==> config.mk <==
export PLATFORM = sky130hd
export DESIGN_NAME = gen_updown_counter
export DESIGN_NICKNAME = d
export VERILOG_FILES = /design/src/rtl/gen_counter_pkg.sv /design/src/rtl/updown_bit_cell.sv /design/src/rtl/gen_updown_counter.sv
export SDC_FILE = /design/constraint.sdc
export NUM_CORES = 1
export LEC_CHECK = 0
export CORE_AREA = 3 3 40 42
export CTS_BUF_LIST = sky130_fd_sc_hd__clkbuf_2
export DETAILED_ROUTE_END_ITERATION = 16
export DIE_AREA = 0 0 43 45
export PLACE_DENSITY_LB_ADDON = 0.3
export SYNTH_ARGS = -nofsm -noshare
export SYNTH_HDL_FRONTEND = slang
export SYNTH_SLANG_ARGS = --single-unit
==> constraint.sdc <==
create_clock -name clk -period 1.6 [get_ports clk]
set_input_delay 0.16 -clock clk [delete_from_list [all_inputs] [get_ports clk]]
set_output_delay 0.16 -clock clk [all_outputs]
set_load 0.1 [all_outputs]
**Run 1: clock distribution**

The bar under the picture is 10 um long.
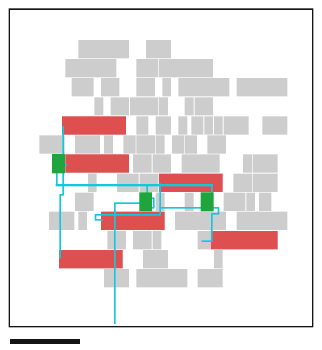
[cyan] clock wires | length: 105 um
[red] flip-flops | count: 6
[green] cells driving clock nets | count: 3
routed clock nets	4
clk ins delay skew pair: 0.24 ns
Layout Skew: 0.0223 ns
clock share of power: 22.8%
clock group total power: 129 uW

**Run 1: M3 wires**

The bar under the picture is 10 um long.
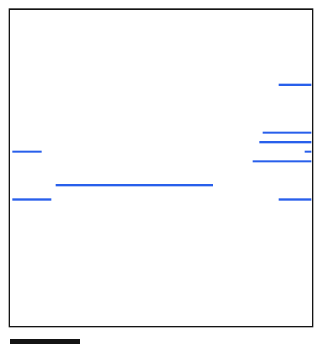
main direction	horizontal
wire length on this layer	62.6 um
share of all routed wire	6.2%
longest straight run	22.1 um
GR Layer Usage met3: 4.78%
vias: 414
drt total wl: 1020 um

**Run 1: routed metal, one colour a layer**

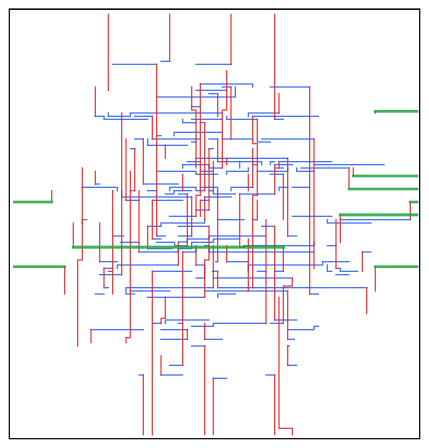
colour	layer	wire length
green	met3	62.6 um
blue	met1	453 um
red	met2	500 um
DR WL/cell: 11.7 um
gr usage total: 12.6%

==> impl_metrics.env, run 1 <==
# physical design summary
export IMPL_power_leakage_uw=0.000339
export IMPL_dominant_cells="buffers"
export IMPL_n_tap_cell=15
export IMPL_syn_inst=50
export IMPL_drv_cap=0
export IMPL_gr_total_overflow=0
export IMPL_clkCellAreaFrac_pct=2.78
export IMPL_placed_area_um2=701
export IMPL_cts_hold_buf=0
export IMPL_clock_sinks=6
export IMPL_ys_warn_count=0
export IMPL_yosysChipArea_um2=419
export IMPL_status="completed"
export IMPL_rsz0062_at_grt="no"
export IMPL_initCoreUtil_pct=32.6
export IMPL_place_ws_ns=0.0132
export IMPL_compound_area_share_pct=18.8
export IMPL_ctsLongestPathBuffers=2
export IMPL_buf_share_pct=40.6
export IMPL_cts_buffers_inserted=3
export IMPL_die_area_um2=1940
export IMPL_layout_cells_most_common="clkdlybuf4s50_1"
export IMPL_largest_reg_flops=4
export IMPL_p_per_area_nw_per_um2=786
export IMPL_yosysUniqueCellTypes=23
export IMPL_nFillCells=131
export IMPL_simple_gate_area_share_pct=25.4
export IMPL_tightest_slew_ns=0.307
export IMPL_first_pass_iters=4
export IMPL_htreeDepth=1
export IMPL_antenna_cells=0
export IMPL_cp_arrival_ns=1.61
export IMPL_setup_ws_ns=0.123
export IMPL_ys_sh_adder_pct=0
export IMPL_path_class="flop to flop"
export IMPL_top_area_cell="dfrtp_1"
export IMPL_drive_gt1_share_pct=31.9
export IMPL_vias_per_cell=4.76
export IMPL_ff_count=6
export IMPL_period_needed_ns=1.48
export IMPL_buffers=24
export IMPL_final_hold_violation_count=0
export IMPL_design_area_um2=721
export IMPL_synth_cell_area_um2=419
export IMPL_num_nonclk_inverters=3
export IMPL_ys_async_sr_fraction_pct=100
export IMPL_finalCritPeriodShare_pct=92.3
export IMPL_logic_gate_count=35
export IMPL_slew_viol_final=0
export IMPL_ys_top_logic_family="simple AND/OR/NAND/NOR gates"
export IMPL_worst_path_max_fanout=6
export IMPL_top_cells_by_area="dfrtp_1 36%, nor2_1 8.1%, buf_4 7.2%"
export IMPL_final_layout_top_logic_cells="10 x clkdlybuf4s50_1, 9 x nor2_1, 7 x buf_12, 7 x buf_4"
export IMPL_yosysCellCount=50
export IMPL_relSlewSlack_pct=79.5
export IMPL_cp_start_kind="flop"
export IMPL_row_count=13
export IMPL_synth_seq_share_pct=35.8
export IMPL_drt_iter0_markers=6
export IMPL_final_core_util_pct=56.1
export IMPL_log_warning_count=27
export IMPL_synth_area_per_cell_um2=8.38
[run 1: power breakdown]
group	internal, uW	switching (uW)
clock network	66.2	62.9
logic	111	150
registers	161	15.4
[run 1: critical path, cell delays in order (launching register included)]
cell and delay (ns):
dfrtp_1 0.45, or4_4 0.56, nand2_1 0.08, nor3_1 0.05, a2111oi_2 0.22
[run 1: per-stage QoR]
step           TNS (ns)  std cells  hold WS [ns]
6_report              0         87         0.129
5_1_grt               0         87         0.133
4_1_cts               0         87         0.138
3_5_place_dp          0         83         0.399
3_3_place_gp          0         83         0.394
2_1_floorplan    -0.106         50       -0.0491
[run 1: metal layers]
metal	vias to the layer above	part of all wire, %	global-route usage [%]
li1	213	-	-
met2	11	49	21.3
met5	-	0	0
met4	0	0	5.42
met3	0	6.1	4.78
met1	190	45	14.2
==> run 2, diff against run 1 <==
Settings changed: SLEW_MARGIN set to 20.
**Run 2: clock distribution**

The bar under the picture is 10 um long.
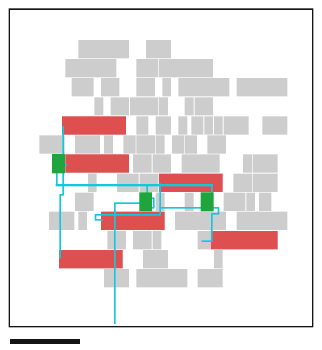
[red] flip-flops | count: 6
[cyan] clock wires | length: 105 um
[green] cells driving clock nets | count: 3
routed clock nets	4

==> run 2 against run 1 <==
  * Via count unchanged
  * Register-to-register slack about the same
  * Die area unchanged
  * Sequential share of layout area unchanged
  * Clock-buffer cell count unchanged
  * Global-route usage unchanged
  * Flip-flop count unchanged
  * Power unchanged
  * Cell count unchanged
==> impl_metrics.env, run 2 <==
# physical design summary
export IMPL_syn_inst=50
export IMPL_dominant_cells="buffers"
export IMPL_path_class="flop to flop"
export IMPL_hold_ws_ns=0.129
export IMPL_setup_ws_ns=0.123
export IMPL_ctsLongestPathBuffers=2
export IMPL_worst_path_max_fanout=6
export IMPL_slew_viol_final=0
export IMPL_drv_cap=0
export IMPL_log_warning_count=27
export IMPL_track_usage_pct=12.6
export IMPL_setup_tns_ns=0
export IMPL_yosysUniqueCellTypes=23
export IMPL_skew_ns=0.0223
export IMPL_htreeDepth=1
export IMPL_vias=414
export IMPL_edf_count=0
export IMPL_clkCellAreaFrac_pct=2.78
export IMPL_antenna_cells=0
export IMPL_cp_start_kind="flop"
export IMPL_nFillCells=131
export IMPL_rsz0062_at_grt="no"
export IMPL_die_area_um2=1940
export IMPL_design_area_um2=721
export IMPL_drive_gt1_share_pct=31.9
export IMPL_cts_hold_buf=0
export IMPL_relSlewSlack_pct=79.5
export IMPL_buffers=24
export IMPL_initCoreUtil_pct=32.6
export IMPL_n_tap_cell=15
export IMPL_top_cells_by_area="dfrtp_1 36%, nor2_1 8.1%, buf_4 7.2%"
export IMPL_cts_buffers_inserted=3
export IMPL_synth_seq_share_pct=35.8
export IMPL_final_hold_violation_count=0
export IMPL_ys_warn_count=0
export IMPL_clk_latency_ns=0.24
export IMPL_power_leakage_uw=0.000339
export IMPL_worst_path_max_delay_cell="or4_4"
export IMPL_clock_sinks=6
export IMPL_drt_iter0_markers=6
export IMPL_synth_cell_area_um2=419
export IMPL_crit_chain="or4_4 -> nand2_1 -> nor3_1 -> a2111oi_2"
export IMPL_gr_total_overflow=0
export IMPL_top_area_cell="dfrtp_1"
export IMPL_p_per_area_nw_per_um2=786
export IMPL_yosysChipArea_um2=419
export IMPL_vias_per_cell=4.76
export IMPL_final_layout_top_logic_cells="10 x clkdlybuf4s50_1, 9 x nor2_1, 7 x buf_12, 7 x buf_4"
export IMPL_finalCritPeriodShare_pct=92.3
export IMPL_largest_reg_flops=4
export IMPL_cp_num_buf_inv=0
export IMPL_yosysCellCount=50
export IMPL_dp_cells=83
export IMPL_routedWlPerCell_um=11.7
export IMPL_buf_share_pct=40.6
export IMPL_logic_gate_count=35
export IMPL_cp_slowest_stage_delay_ns=0.56
export IMPL_tightest_slew_ns=0.307
export IMPL_wl_um=1020
export IMPL_synth_area_per_cell_um2=8.38
export IMPL_status="completed"
export IMPL_period_needed_ns=1.48
export IMPL_row_count=13
**Run 2: placed standard cells**

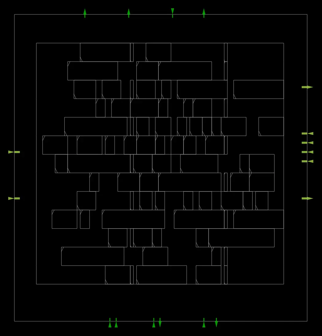
flop count: 6
Post-Route Utilization: 56.1%
Seq/total area: 21.0%

## run 2: cell counts in the layout (fill, tap and decap cells not counted)
No cell type changed its count.
## run 2: power by group
group	internal, uW	switching (uW)	leakage [uW]	total (uW)
registers	161	15.4	0.0000784	176
clock network	66.2	62.9	0.0000166	129
logic	111	150	0.000244	261
## run 2: routing by layer
layer	GRT usage, %	wire length, um	vias to the layer above
met1	14.2	453	190
li1	-	-	213
met2	21.3	500	11
met5	0	0	-
met4	5.42	0	0
met3	4.78	62	0
## run 2: kinds of logic after synthesis
| group | after synthesis | synth area share [%] |
|---|---|---|
| DFF | 6 | 35.8 |
| AOI/OAI and AO/OA | 10 | 18.8 |
| xor gates and xnor gates | 3 | 6.27 |
| and+or+nand+nor | 22 | 25.4 |
| buffers and inverters | 9 | 13.7 |
No activity file was given, so power comes from the tool's default toggle rates.
